$ cat src/rtl/larpix_cmd_pkg.sv
// Shared LArPix command definitions: packet declare codes, field positions, FSM states.
// Latency: n/a (types, constants and a pure function only).
// Backpressure: n/a.
package larpix_cmd_pkg;

  localparam logic [1:0]  PKT_DATA   = 2'b01;
  localparam logic [1:0]  PKT_CFG_WR = 2'b10;
  localparam logic [1:0]  PKT_CFG_RD = 2'b11;

  localparam int DECL_LSB  = 0;
  localparam int CHIP_LSB  = 2;
  localparam int ADDR_LSB  = 10;
  localparam int DATA_LSB  = 18;
  localparam int MAGIC_LSB = 26;
  localparam int PAR_BIT   = 63;

  localparam logic [7:0]  GLOBAL_ID = 8'd255;
  localparam logic [31:0] DEF_MAGIC = 32'h8950_4E47;

  typedef enum logic [2:0] {
    ST_IDLE,
    ST_LOAD,
    ST_WAIT_BUSY,
    ST_WAIT_DONE,
    ST_GAP
  } state_t;

  // Builds a config packet; reads carry zero data. Bit 63 makes the total 1-count odd.
  function automatic logic [63:0] cfg_packet(input logic        rd,
                                             input logic [7:0]  chip,
                                             input logic [7:0]  addr,
                                             input logic [7:0]  data,
                                             input logic [31:0] magic = DEF_MAGIC);
    logic [63:0] pkt;
    pkt                  = '0;
    pkt[DECL_LSB +: 2]   = rd ? PKT_CFG_RD : PKT_CFG_WR;
    pkt[CHIP_LSB +: 8]   = chip;
    pkt[ADDR_LSB +: 8]   = addr;
    pkt[DATA_LSB +: 8]   = rd ? 8'h00 : data;
    pkt[MAGIC_LSB +: 32] = magic;
    pkt[PAR_BIT]         = ~^pkt[62:0];
    return pkt;
  endfunction

endpackage

$ cat src/rtl/larpix_cmd_arbiter_rr.sv
// Round-robin picker: one-hot grant to the first set req after index 'last'.
// Latency: purely combinational, zero cycles.
// Backpressure: none; the parent decides when the grant is taken and moves 'last'.
module rr_arbiter #(
  parameter int N  = 4,
  parameter int LW = (N > 1) ? $clog2(N) : 1
) (
  input  logic [N-1:0]  req,
  input  logic [LW-1:0] last,
  output logic [N-1:0]  gnt
);

  logic [LW-1:0] w_idx;
  logic          w_found;

  // Scan last+1 .. last+N (mod N) and keep the first requester found.
  always_comb begin
    gnt     = '0;
    w_found = 1'b0;
    w_idx   = '0;
    for (int i = 1; i <= N; i++) begin
      w_idx = LW'((int'(last) + i) % N);
      if (!w_found && req[w_idx]) begin
        gnt[w_idx] = 1'b1;
        w_found    = 1'b1;
      end
    end
  end

endmodule

$ cat src/rtl/larpix_cmd_arbiter.sv
// Shares one LArPix UART TX among NREQ requesters; one packet in flight at a time.
// Latency: grant same cycle as req in IDLE, ld_tx_data next cycle if tx_busy is low.
// Backpressure: holds in LOAD while tx_busy; optional post-packet gap via LARPIX_CMD_GAP_EN.
module larpix_cmd_arbiter
  import larpix_cmd_pkg::*;
#(
  parameter int          NREQ         = 4,
  parameter int          WIDTH        = 64,
  parameter logic [31:0] MAGIC        = 32'h8950_4E47,
  parameter int          BUSY_TIMEOUT = 16
) (
  input  logic              i_clk,
  input  logic              i_reset,
  input  logic [NREQ-1:0]   i_req,
  input  logic [NREQ-1:0]   i_req_rd,
  input  logic [NREQ*8-1:0] i_req_chip_id,
  input  logic [NREQ*8-1:0] i_req_addr,
  input  logic [NREQ*8-1:0] i_req_data,
  output logic [NREQ-1:0]   o_grant,
  output logic [WIDTH-1:0]  o_tx_data,
  output logic              o_ld_tx_data,
  input  logic              i_tx_busy,
  output logic              o_cmd_done,
  output logic              o_timeout_err,
  output logic              o_active,
  output logic [15:0]       o_pkt_count
`ifdef LARPIX_CMD_GAP_EN
  ,
  input  logic [15:0]       i_gap_cycles
`endif
);

  localparam int IW = (NREQ > 1) ? $clog2(NREQ) : 1;

  state_t          r_state;
  state_t          w_next;
  logic [IW-1:0]   r_last;
  logic [15:0]     r_to_cnt;
  logic [NREQ-1:0] w_gnt;
  logic [IW-1:0]   w_win;
  logic            w_take;
  logic            w_rd;
  logic [7:0]      w_chip;
  logic [7:0]      w_addr;
  logic [7:0]      w_data;
`ifdef LARPIX_CMD_GAP_EN
  logic [15:0]     r_gap_cnt;
`endif

  rr_arbiter #(.N(NREQ), .LW(IW)) u_rr (
    .req  (i_req),
    .last (r_last),
    .gnt  (w_gnt)
  );

  // Decode the one-hot winner into an index and mux out its command fields.
  always_comb begin
    w_win  = '0;
    w_rd   = 1'b0;
    w_chip = '0;
    w_addr = '0;
    w_data = '0;
    for (int i = 0; i < NREQ; i++) begin
      if (w_gnt[i]) begin
        w_win  = IW'(i);
        w_rd   = i_req_rd[i];
        w_chip = i_req_chip_id[i*8 +: 8];
        w_addr = i_req_addr[i*8 +: 8];
        w_data = i_req_data[i*8 +: 8];
      end
    end
  end

  // Next state and the single-cycle strobes; strobes are suppressed while reset is held.
  always_comb begin
    w_next        = r_state;
    w_take        = 1'b0;
    o_ld_tx_data  = 1'b0;
    o_cmd_done    = 1'b0;
    o_timeout_err = 1'b0;
    case (r_state)
      ST_IDLE: begin
        if (|i_req) begin
          w_take = 1'b1;
          w_next = ST_LOAD;
        end
      end
      ST_LOAD: begin
        if (!i_tx_busy) begin
          o_ld_tx_data = 1'b1;
          w_next       = ST_WAIT_BUSY;
        end
      end
      ST_WAIT_BUSY: begin
        if (i_tx_busy) begin
          w_next = ST_WAIT_DONE;
        end else if (r_to_cnt == 16'(BUSY_TIMEOUT - 1)) begin
          o_timeout_err = 1'b1;
          w_next        = ST_IDLE;
        end
      end
      ST_WAIT_DONE: begin
        if (!i_tx_busy) begin
          o_cmd_done = 1'b1;
`ifdef LARPIX_CMD_GAP_EN
          w_next     = ST_GAP;
`else
          w_next     = ST_IDLE;
`endif
        end
      end
`ifdef LARPIX_CMD_GAP_EN
      ST_GAP: begin
        if (r_gap_cnt <= 16'd1) w_next = ST_IDLE;
      end
`endif
      default: w_next = ST_IDLE;
    endcase
    if (i_reset) begin
      w_take        = 1'b0;
      o_ld_tx_data  = 1'b0;
      o_cmd_done    = 1'b0;
      o_timeout_err = 1'b0;
    end
  end

  assign o_grant  = w_take ? w_gnt : '0;
  assign o_active = (r_state != ST_IDLE);

  // State, round-robin pointer, captured packet, packet counter and timers.
  always_ff @(posedge i_clk) begin
    if (i_reset) begin
      r_state     <= ST_IDLE;
      r_last      <= IW'(NREQ - 1);
      o_tx_data   <= '0;
      o_pkt_count <= '0;
      r_to_cnt    <= '0;
`ifdef LARPIX_CMD_GAP_EN
      r_gap_cnt   <= '0;
`endif
    end else begin
      r_state <= w_next;
      if (w_take) begin
        r_last    <= w_win;
        o_tx_data <= WIDTH'(cfg_packet(w_rd, w_chip, w_addr, w_data, MAGIC));
      end
      if (o_cmd_done) o_pkt_count <= o_pkt_count + 16'd1;
      r_to_cnt <= (r_state == ST_WAIT_BUSY) ? r_to_cnt + 16'd1 : 16'd0;
`ifdef LARPIX_CMD_GAP_EN
      if (o_cmd_done)              r_gap_cnt <= i_gap_cycles;
      else if (r_state == ST_GAP)  r_gap_cnt <= r_gap_cnt - 16'd1;
`endif
    end
  end

endmodule

$ cat config.mk
export PLATFORM = sky130hd
export DESIGN_NAME = larpix_cmd_arbiter
export DESIGN_NICKNAME = d
export VERILOG_FILES = /design/src/rtl/larpix_cmd_pkg.sv /design/src/rtl/larpix_cmd_arbiter_rr.sv /design/src/rtl/larpix_cmd_arbiter.sv
export SDC_FILE = /design/constraint.sdc
export NUM_CORES = 1
export LEC_CHECK = 0
export CORE_MARGIN = 1.5
export CORE_UTILIZATION = 42
export CTS_CLUSTER_DIAMETER = 50
export CTS_CLUSTER_SIZE = 12
export DETAILED_ROUTE_END_ITERATION = 8
export HOLD_SLACK_MARGIN = 0.02
export PLACE_DENSITY = 0.84
export SLEW_MARGIN = 20
export SYNTH_ARGS = -nofsm -noshare
export SYNTH_HDL_FRONTEND = slang
export SYNTH_HIERARCHICAL = 1
export SYNTH_SLANG_ARGS = --single-unit
$ cat constraint.sdc
create_clock -name i_clk -period 5.3 [get_ports i_clk]
set_input_delay 1.06 -clock i_clk [delete_from_list [all_inputs] [get_ports i_clk]]
set_output_delay 1.06 -clock i_clk [all_outputs]
set_load 0.005 [all_outputs]
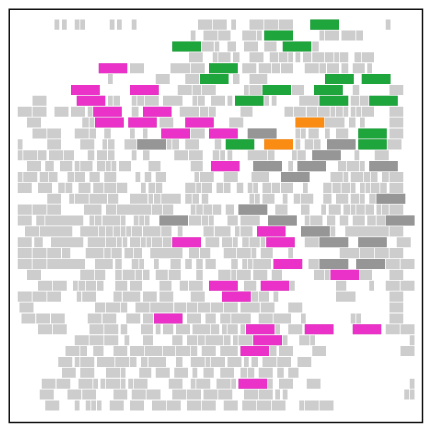
(run_1/ff_map.png)
Scale: 4 px per micron. Other sequential cells in the stronger grey, the rest of the logic in the fainter grey.
[o_tx_data] magenta | placed flops: 27
[o_pkt_count] green | placed flops: 16
[r_state] orange | placed flops: 2

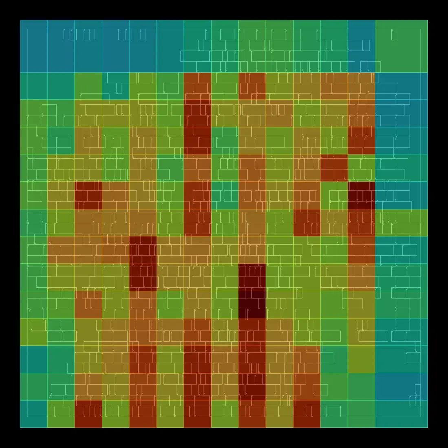
(run_1/congestion_map.png)
highest-utilization routing layer at the global route stage: met2
met3 GRT Util: 5.02%
per-cell routed wire length: 16.2 microns
global routing usage on met2: 41.6%

==> summary.txt, run 1 <==
Status of the implementation.

- The library cells used most frequently in the layout, excluding fill and tap cells, are 169 x clkdlybuf4s50_1, 72 x nor2_1, 63 x dfxtp_1.
- The chip occupies 0.0106 sq mm.
- In this run the critical register-to-register path is launched from r_last[0].
- Summing the areas of all and, or, nand and nor instances in the mapped netlist gives 19.7% of the synthesized area.
- Total power normalized to cell area comes to 620 mW/mm^2.
- Setup repair after global routing left no endpoint under its margin.
- The library cell with the largest summed area after synthesis is dfxtp_1, for reference.
- The slowest stage of the critical path is the o211ai_1 cell.
- The run finished with clean final reports.
- Counting flops with an async set or reset pin after synthesis yields a share of 0%.
- The timing endpoint of the critical path is o_grant[1], for reference.
- For the sequential group, total power comes out at 635 uW.
- The register share of total power is 17.1%, for reference.
- The largest cell class by area is logic gates.
- Per the timing report, the biggest fanout along the worst path comes to 10.
- The total design power is 3.71 mW, for reference.
- The site row count is 36, for reference.
- The post-CTS repair timing setup buffer count is 0, for reference.
- Across all checked pins, the minimum headroom to the slew limit is 41.2%.
- The endpoint of the worst hold path is reported as r_to_cnt[0].
- The most critical min-delay path falls under reg -> reg.
- The most common cell in the synthesized netlist is nor2_1, for reference.
- The delay of the slowest cell on the worst path is 690 ps, for reference.
- The dominant power group in this design is combinational logic.
- The depth of the most critical reg-to-reg path is 15, for reference.
- In the Yosys report the total cell count is 515.
- The first global-routing pass estimated 20100 microns of wire.
- The total half-perimeter wirelength after legalization and detailed placement is 10200 microns, for reference.
- During placement, the flow inserted port buffers numbering 170.
- For reference, full adder, half adder and majority cells occupy 2.98% of the area reported after synthesis.
- The number of cells in the design after placement is 781, for reference.
- Sequential cells were found to cover 30.1% of the synthesized design area.
- The data arrival time reported for the critical path is 3890 ps.
- The minimum hold slack is 445 ps, for reference.
- Per the OpenROAD floorplan log, the width of the die is 103 microns.
- The category of the critical setup timing path is in -> out, for reference.
- The main flop type after synthesis is dfxtp_1, for reference.
- The chip area in the Yosys report is 0.00420 sq mm, for reference.
- The startpoint class of the critical path is an input pin, for reference.
- The total clock sinks is 63, for reference.
- The power in combinational cells is 2.65 mW, for reference.
- The power in the clock group is 421 uW, for reference.
- The clock slew seen by the registers of the worst setup and hold paths is 60 ps, for reference.
- The placement-stage worst setup slack is 260 ps, for reference.
- The finished layout holds 796 standard cells, fillers aside.
- The reported net switching power is 1.57 mW, for reference.
- The compound-gate portion of the synthesized area is 22.2%, for reference.
- The tally of max-capacitance violations is 0, for reference.
- The global-route congestion overflow total is 0, for reference.
- After filler insertion, the fill cell instance count of the layout stands at 852.
- The final timing report derives a shortest allowable period of 4950 ps.
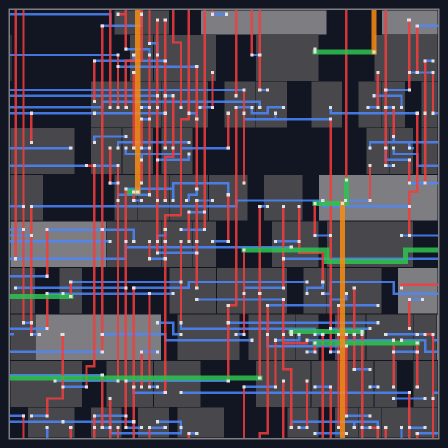
(run_1/closeup.png)
Region (39, 39) to (64, 64) microns. Cells in grey, sequential cells in the stronger grey; small squares are vias.
[M2] red
[M1] blue
[M3] green
[M4] orange
most frequent: nor2_1 (10), a21oi_1 (6), buf_4 (6)
cells with their middle in the window: 61
sequential cells in the window: 4
netlist names of flops here include: o_tx_data (2)

==> run_1/sizing.png <==
Scale: 4 px per micron.
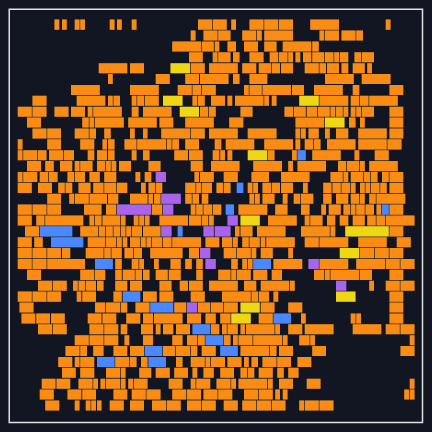

## Run 2: what changed since run 1
MAX_ROUTING_LAYER = met4   (was not set)
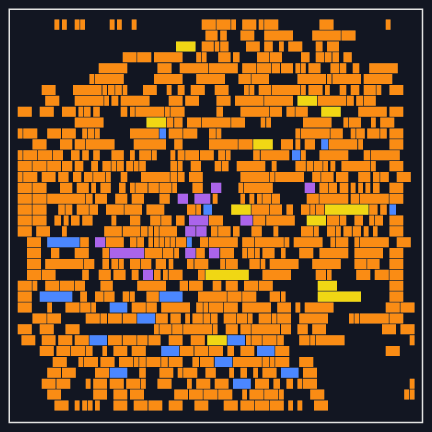
(run_2/sizing.png)
Scale: 4 px per micron.
[x1 and smaller] orange | cells: 620 | most used: clkdlybuf4s50_1
[x2] blue | cells: 19 | most used: a22oi_2
[x3 and x4] purple | cells: 13 | most used: buf_4
[x6 and larger] yellow | cells: 12 | most used: clkbuf_8

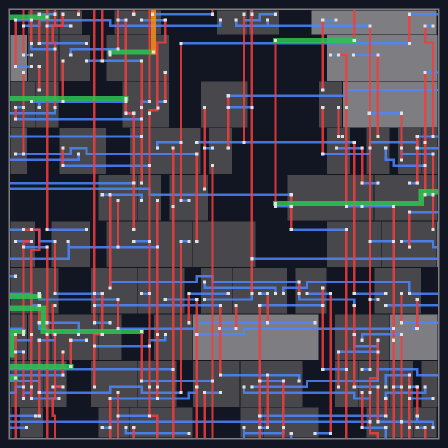
(run_2/closeup.png)
Region (39, 39) to (64, 64) microns. Cells in grey, sequential cells in the stronger grey; small squares are vias.
[M1] blue
[M4] orange
[M3] green
[M2] red
sequential cells in the window: 4
cells with their middle in the window: 62
most frequent: nor2_1 (8), buf_4 (6), nand2_1 (5)
netlist names of flops here include: r_to_cnt (3), r_last (1)

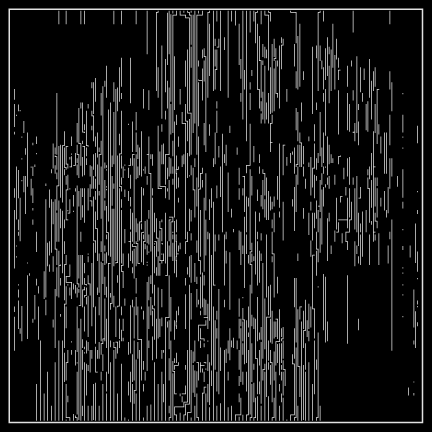
(run_2/m2.png)
Scale: 4 px per micron.
wire length on this layer: 6550 microns
longest straight run: 43.5 microns
main direction: vertical
nets with wire on the layer: 681
share of all routed wire: 51%

==> summary.txt, run 2 <==
Status of the implementation.

- The library cell with the largest summed area after synthesis is dfxtp_1 (unchanged).
- The minimum clock period came to 4930 ps (was 4950 ps).
- The number of cell instances after yosys synthesis is 515 (unchanged), for reference.
- The simple-gate portion of the synthesized area came to 19.7% (unchanged).
- The post-CTS repair timing setup buffer count is 0 (unchanged), for reference.
- The maximum fanout along the worst path is 10 (unchanged), for reference.
- The class of the most critical hold timing path is reg -> reg (unchanged), for reference.
- RSZ-0062 raised after global routing: false (unchanged).
- The power density relative to cell area is 634 mW/mm^2 (was 620 mW/mm^2), for reference.
- The share of the yosys chip area belonging to registers is 30.1% (unchanged), for reference.
- Result of the run: complete, no violations (unchanged).
- The sequential power is 640 uW (was 635 uW), for reference.
- The layout filler cell count came to 864 (was 852).
- The site row count is 36 (unchanged), for reference.
- The die outline width is 103 microns (unchanged), for reference.
- The adder and majority cell fraction of the synthesized area was 2.98% (unchanged).
- The main flop type after synthesis was dfxtp_1 (unchanged).
- The placement-stage worst setup slack was 239 ps (was 260 ps).
- The number of cells in the design after placement came to 781 (unchanged).
- The source of the worst hold timing path is r_to_cnt[0] (unchanged).
- The area of the die is 0.0106 sq mm (unchanged), for reference.
- The fmax is 0.203 GHz (was 0.202 GHz).
- The global routing usage on met2 is 43.2% (was 41.6%), for reference.
- The global-route wire length before repair came to 20400 microns (was 20100 microns).
- Most numerous logic cells after layout: 169 x clkdlybuf4s50_1, 72 x nor2_1, 63 x dfxtp_1 (unchanged).
- The minimum hold slack is 447 ps (was 445 ps), for reference.
- The post-layout instance count excluding filler cells came to 797 (was 796).
- The total design power is 3.82 mW (was 3.71 mW).
- The biggest area consumer among cell classes is logic gates (unchanged), for reference.
- The global-route congestion overflow total is 0 (unchanged), for reference.
- The count of buffers from port buffering came to 170 (unchanged).
- The power in combinational cells came to 2.67 mW (was 2.65 mW).
- The compound-gate portion of the synthesized area is 22.2% (unchanged).
- The chip area in the Yosys report was 0.00420 sq mm (unchanged).
- The startpoint class of the critical path is an input pin (unchanged), for reference.
- The delay of the slowest cell on the worst path is 640 ps (was 690 ps), for reference.
- The group drawing the most power is combinational logic (unchanged).
- The total clock sinks was 63 (unchanged).
- The reported net switching power is 1.61 mW (was 1.57 mW).
- The total I/O pin count is 195 (unchanged).
- The depth of the most critical reg-to-reg path is 15 (unchanged), for reference.
- The average wire per standard cell is 16.3 microns (was 16.2 microns).
- The proportion of register bits with asynchronous set or reset after synthesis is 0% (unchanged), for reference.
- The register share of total power came to 16.8% (was 17.1%).
- The tally of max-capacitance violations is 0 (unchanged).
Power is estimated from default activity; no workload was simulated.
